[src/rtl/countdown_timer_pkg.sv]
// Shared types and default sizing for the countdown timer.
// The optional prescaler is selected by COUNTDOWN_TIMER_PRESCALE_EN.
package countdown_timer_pkg;

    localparam int DEF_WIDTH        = 16;
    localparam int DEF_PRESCALE_DIV = 4;

    typedef enum logic {
        ST_IDLE = 1'b0,
        ST_RUN  = 1'b1
    } state_e;

endpackage

[src/rtl/countdown_timer_tick_prescaler.sv]
// Free-running divider emitting a one-cycle tick every DIV clocks.
// Instantiated only when COUNTDOWN_TIMER_PRESCALE_EN is defined.
module tick_prescaler #(
    parameter int DIV = 4
) (
    input  logic clk_i,
    input  logic rst_i,
    input  logic clear_i,
    output logic tick_o
);

    localparam int CW = $clog2(DIV);

    logic [CW-1:0] cnt_q;
    logic [CW-1:0] cnt_d;

    assign tick_o = (cnt_q == CW'(DIV - 1));

    always_comb begin
        cnt_d = cnt_q + CW'(1);
        if (clear_i || tick_o) begin
            cnt_d = '0;
        end
    end

    always_ff @(posedge clk_i or posedge rst_i) begin
        if (rst_i) begin
            cnt_q <= '0;
        end else begin
            cnt_q <= cnt_d;
        end
    end

endmodule

[src/rtl/countdown_timer.sv]
// Loadable down-counter with one-shot / auto-reload modes, abort and done pulse.
// Define COUNTDOWN_TIMER_PRESCALE_EN to decrement once every PRESCALE_DIV cycles.
//
// state | meaning
// IDLE  | waiting for start; count holds 0
// RUN   | counting down; busy high
module countdown_timer
    import countdown_timer_pkg::*;
#(
    parameter int WIDTH        = DEF_WIDTH,
    parameter int PRESCALE_DIV = DEF_PRESCALE_DIV
) (
    input  logic             clk,
    input  logic             rst,
    input  logic             start,
    input  logic [WIDTH-1:0] load_val,
    input  logic             auto_reload,
    input  logic             abort,
    output logic             busy,
    output logic [WIDTH-1:0] count,
    output logic             done
);

    state_e           state_q, state_d;
    logic [WIDTH-1:0] count_q, count_d;
    logic [WIDTH-1:0] reload_q, reload_d;
    logic             mode_q, mode_d;
    logic             done_q, done_d;
    logic             start_acc;
    logic             tick;

    if (PRESCALE_DIV < 2) begin : g_bad_div
        $error("countdown_timer: PRESCALE_DIV must be >= 2");
    end

`ifdef COUNTDOWN_TIMER_PRESCALE_EN
    tick_prescaler #(
        .DIV (PRESCALE_DIV)
    ) u_prescaler (
        .clk_i   (clk),
        .rst_i   (rst),
        .clear_i (start_acc || abort),
        .tick_o  (tick)
    );
`else
    assign tick = 1'b1;
`endif

    always_comb begin
        state_d   = state_q;
        count_d   = count_q;
        reload_d  = reload_q;
        mode_d    = mode_q;
        done_d    = 1'b0;
        start_acc = 1'b0;
        case (state_q)
            ST_IDLE: begin
                // abort has priority over start even while idle
                if (start && !abort) begin
                    if (load_val != '0) begin
                        count_d   = load_val;
                        reload_d  = load_val;
                        mode_d    = auto_reload;
                        state_d   = ST_RUN;
                        start_acc = 1'b1;
                    end else begin
                        done_d = 1'b1;
                    end
                end
            end
            ST_RUN: begin
                if (abort) begin
                    count_d = '0;
                    state_d = ST_IDLE;
                end else if (tick && count_q == WIDTH'(1)) begin
                    done_d = 1'b1;
                    if (mode_q) begin
                        count_d = reload_q;
                    end else begin
                        count_d = '0;
                        state_d = ST_IDLE;
                    end
                end else if (tick && count_q != '0) begin
                    count_d = count_q - WIDTH'(1);
                end
            end
            default: state_d = ST_IDLE;
        endcase
    end

    always_ff @(posedge clk or posedge rst) begin
        if (rst) begin
            state_q  <= ST_IDLE;
            count_q  <= '0;
            reload_q <= '0;
            mode_q   <= 1'b0;
            done_q   <= 1'b0;
        end else begin
            state_q  <= state_d;
            count_q  <= count_d;
            reload_q <= reload_d;
            mode_q   <= mode_d;
            done_q   <= done_d;
        end
    end

    assign busy  = (state_q == ST_RUN);
    assign count = count_q;
    assign done  = done_q;

endmodule

[config.mk]
export PLATFORM = sky130hd
export DESIGN_NAME = countdown_timer
export DESIGN_NICKNAME = d
export VERILOG_FILES = /design/src/rtl/countdown_timer_pkg.sv /design/src/rtl/countdown_timer_tick_prescaler.sv /design/src/rtl/countdown_timer.sv
export SDC_FILE = /design/constraint.sdc
export NUM_CORES = 1
export LEC_CHECK = 0
export CAP_MARGIN = 15
export CORE_ASPECT_RATIO = 0.5
export CORE_MARGIN = 1
export CORE_UTILIZATION = 40
export DETAILED_ROUTE_END_ITERATION = 6
export GPL_TIMING_DRIVEN = 0
export PLACE_DENSITY_LB_ADDON = 0.08
export SYNTH_ARGS = -nofsm -noshare
export SYNTH_HDL_FRONTEND = slang
export SYNTH_HIERARCHICAL = 1
export SYNTH_SLANG_ARGS = --single-unit
[constraint.sdc]
create_clock -name clk -period 2.15 [get_ports clk]
set_input_delay 0.215 -clock clk [delete_from_list [all_inputs] [get_ports clk]]
set_output_delay 0.215 -clock clk [all_outputs]
set_load 0.005 [all_outputs]
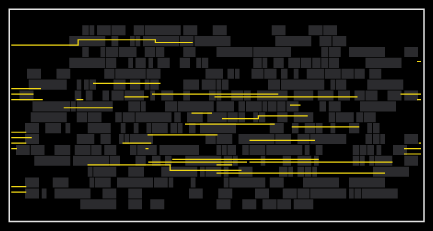
**Above:** metal 3.
Scale: 4 px per µm. Cells faint in the background.
main direction: horizontal
share of all routed wire: 8.6%
nets with wire on the layer: 33
via count: 1877
met3 Use GR: 0.0653

==> results.cfg <==
; flow metrics
[status]
status = completed

[pwr]
p_total_uw = 2390
seqPwrFrac = 0.413
p_per_area_mw_per_mm2 = 863
sw_frac_of_total = 0.329

[critical_path]
startpoint = count[9]
critPathMaxFanout = 10
arrival_ns = 2.27
end_kind = flip-flop
crit_path_max_incr_delay_ns = 0.58
worstReg2RegEnd = count[3]

[synthesis]
synth_area_mm2 = 0.00205
netlist.area_leader.share = 0.427
yosys-top-cells-count = dfrtp_1 (35), nand2_1 (19), a21oi_1 (18)
syn_avg_cell_area_um2 = 9.55
ys_warn_count = 6
async_flop_share = 1.00
most_common_cell = dfrtp_1
yosysSeqAreaShare = 0.427
synth_cells = 215

[clock_tree]
cts_tree = built
cts.sinks = 35
htreeDepth = 2

[placement]
io_buffers = 38

[detailed_routing]
wl_per_cell_um = 17.2
dr.pass1.iters = 4
viasPerCell = 5.62

[floorplanning]
die_area_mm2 = 0.00544
io_pins = 39

[sta]
min_period_over_period = 0.979
tightestPinTransition_ns = 0.598
setup_viol = 0
min_period_ns = 2.11

[job]
warnings = 27

[worst_hold_path]
hp-class = in2async

[global_route]
antenna_found_initial = 0

[layout]
nFillCells = 403
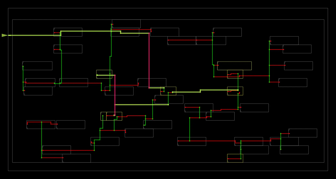
**Above:** the clock network.
Setup Skew: 0.00871 ns
Num CTS Buffers: 5
Late-Pin Clk Latency: 0.29 ns
Clk power: 628 µW
clock buffer count: 6

-- logic make-up (layout without fill, tap and decap cells) --
group           after synthesis  after routing  share of synthesized area
compound gates               64             64                      0.207
simple gates                 62             62                      0.164
flops                        35             35                      0.427
buf+inv                      26             79                     0.0652
xor+xnor                     13             13                     0.0555
mux                          13             13                     0.0701
fa+ha+maj                     2              2                     0.0122
-- timing repair --
| item | 4_1_cts | 5_1_grt |
|---|---|---|
| gates resized | 1 | 12 |
| pin swaps | 0 | 2 |
| endpoints found under the setup margin | 2 | 29 |
| setup buffers | 0 | 6 |
-- final cells by class --
type / instances / area, µm² / area share
timing repair buffer: 45 / 453 / 0.163
clock inverter: 2 / 35.0 / 0.0126
tap: 66 / 82.6 / 0.0298
buffer: 15 / 95.1 / 0.0343
clock buffer: 6 / 82.6 / 0.0298
sequential: 35 / 880 / 0.317
multi-input combinational: 154 / 1100 / 0.398
inverter: 11 / 41.3 / 0.0149
-- how the worst max path moves through the flow --
stage          cells after the start         to  slack [ns]
5_1_grt                            8   count[7]       -0.04
3_5_place_dp                       7  count[11]       -0.26
4_1_cts                            7   count[3]        0.01
2_1_floorplan                      6  count[11]        0.21
6_report                           7   count[3]        0.04
3_3_place_gp                       7  count[11]       -0.28
-- metrics by stage --
step	setup WS, ns	hold WS, ns	cell area, µm²
after CTS	0.00993	0.302	2670
after global routing	-0.0376	0.349	2770
after detailed placement	-0.260	0.475	2540
after global placement	-0.277	0.465	2520
final	0.0447	0.284	2770
after floorplan	0.206	0.360	2050
-- routing by layer --
layer  vias up  global-route usage  wire, µm  share of wire
met1       934               0.311      2620           0.46
met3         5              0.0653       492          0.086
li1        878                   -         -              -
met4         0              0.0516        30         0.0052
met2        60               0.351      2590           0.45
met5         -                   0         0              0
Power is estimated from default activity; no workload was simulated.
